==> images/m1.png <==
Bar = 20 um.
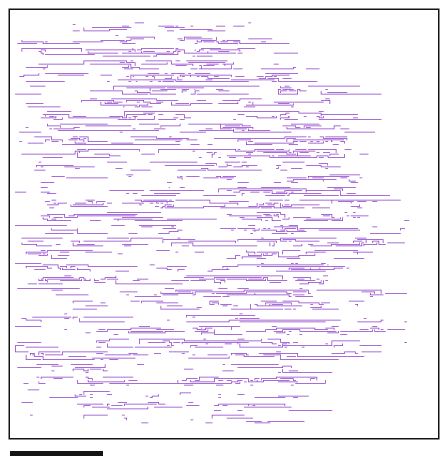
==> images/m2.png <==
Bar = 20 um. Cells faint in the background.
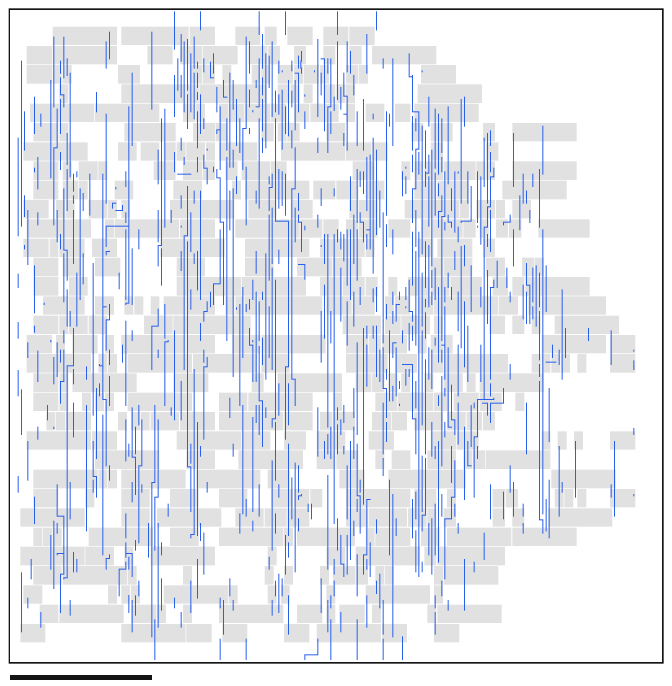
==> images/m3.png <==
Bar = 20 um. Cells faint in the background.
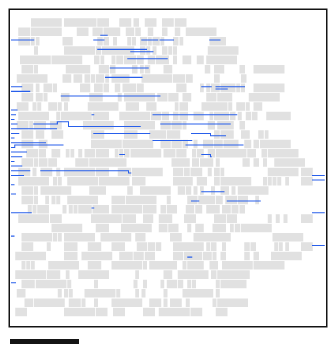
==> images/congestion_map.png <==
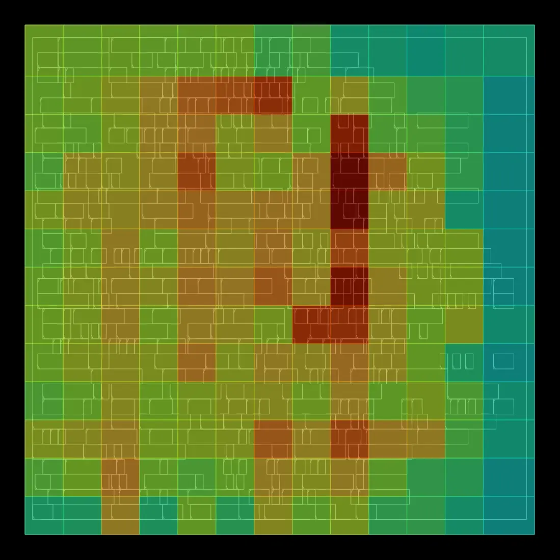
==> config.mk <==
export PLATFORM = sky130hd
export DESIGN_NAME = imem_loader
export DESIGN_NICKNAME = d
export VERILOG_FILES = /design/src/rtl/imem_loader.sv
export SDC_FILE = /design/constraint.sdc
export NUM_CORES = 1
export LEC_CHECK = 0
export CAP_MARGIN = 25
export CORE_UTILIZATION = 45
export CTS_CLUSTER_DIAMETER = 50
export DETAILED_ROUTE_END_ITERATION = 6
export PLACE_DENSITY = 0.65
export RECOVER_POWER = 25
export SLEW_MARGIN = 20
export SYNTH_ARGS = -nofsm -noshare
export SYNTH_HDL_FRONTEND = slang
export SYNTH_SLANG_ARGS = --single-unit
==> constraint.sdc <==
create_clock -name clk -period 2.24 [get_ports clk]
set_input_delay 0.448 -clock clk [delete_from_list [all_inputs] [get_ports clk]]
set_output_delay 0.448 -clock clk [all_outputs]
set_load 0.01 [all_outputs]
==> flow_summary.toml <==
# yosys + openroad results
[clock_tree]
cts_setup_buffers = 0
postCtsHoldBufs = 0
cts_max_level = 3
worstSkewPairLatency_ns = 0.36
clock_path_buffers = 2
cts_tree = "built"

[synthesis]
ys_sh_aoi_pct = 11.8
ys_warn_count = 0
ys_top_cells_by_area = "dfrtp_1 48%, nand2_1 10%, mux2_2 7.1%"
ff_type = "dfrtp_1"
top_cell = "nand2_1"
syn_inst = 379
yosys.area_share.adder_pct = 0.617
simple_gate_area_share_pct = 21.3
synth_cell_type_count = 54
ys_top_logic_family = "simple AND/OR/NAND/NOR gates"
xor_area_share_pct = 6.10
synth_flops = 71
top_cell_area_share_pct = 48.0

[floorplan]
fp_util_pct = 47.0
n_tap_cell = 102
io_pins = 41
die_y_um = 92.0
rows = 32

[timing]
hold_ws_ns = 0.476
min_period_ns = 2.18
finalClockSkew_ns = 0.00728
drv_slew = 0
post-route-period-util_pct = 97.3
slew_headroom_pct = 35.5
fmax_mhz = 459
fin_ws_ns = 0.0607

[status]
status = "complete, no violations"

[critical_path]
cp_num_buf_inv = 1
crit_type = "reg2out"
r2r_cells = 7
worst_setup_path_end_kind = "output port"
crit_family = "buffers and inverters"
cp_slowest_cell = "clkdlybuf4s50_1"
path_cells = "nor2_4, xnor2_1, clkdlybuf4s50_1"

[drt]
drc = 0
wl_met1_mm = 4.03
wl_met2_mm = 3.81
ant_nets = 0
drt-pass1-iter-count = 4
routed_via_density = 5.51
drt_iter0_drc = 138
highest_layer = "met4"
wl_met3_um = 401

[pwr]
seq_cell_power_uw = 2100
p_clk_uw = 1230
p_per_area_mw_per_mm2 = 1150
clockPowerShare_pct = 23.6
swShare_pct = 35.0
finalPower_uw = 5200
power.switching_uw = 1820
leakagePower_uw = 0.00201
peakVddDrop_mv = 0.638

[finish]
comb-cell-share_pct = 38.7
inverters = 8
final_area_mm2 = 0.00451
largest_class = "registers"
seq_share_pct = 39.4
final-clk-cell-share_pct = 5.16
mostFrequentLayoutCell = "nand2_1"
nFillCells = 698
area_growth_pct = 23.7

[place]
placed_cells = 519
globalplace.congestion = 0.896
place_area_mm2 = 0.00425

[global_route]
grt_pass1_wl_mm = 14.5

[hold_path]
whs_path_depth = 2
hp-class = "reg2reg"
-- m1.png (at the start) --
nets with wire on the layer: 401
main direction: horizontal
share of all routed wire: 48%
longest straight run: 37.5 um
wire length on this layer: 4030 um
total wire length: 8.39 mm
met1 usage in global routing: 31.7%
total number of vias: 2949

-- m2.png (at the start) --
wire length on this layer: 3810 um
nets with wire on the layer: 375
met2 Use GR: 33.4%

-- m3.png (at the start) --
wire length on this layer: 401 um
main direction: horizontal
share of all routed wire: 4.8%
nets with wire on the layer: 47
longest straight run: 28.8 um
grt met3 use: 3.23%

-- congestion_map.png (at the start) --
GRT Max-Usage Layer: met2
WL/cell: 15.7 um
final core occ: 58.1%
Total GRT Usage: 22.1%

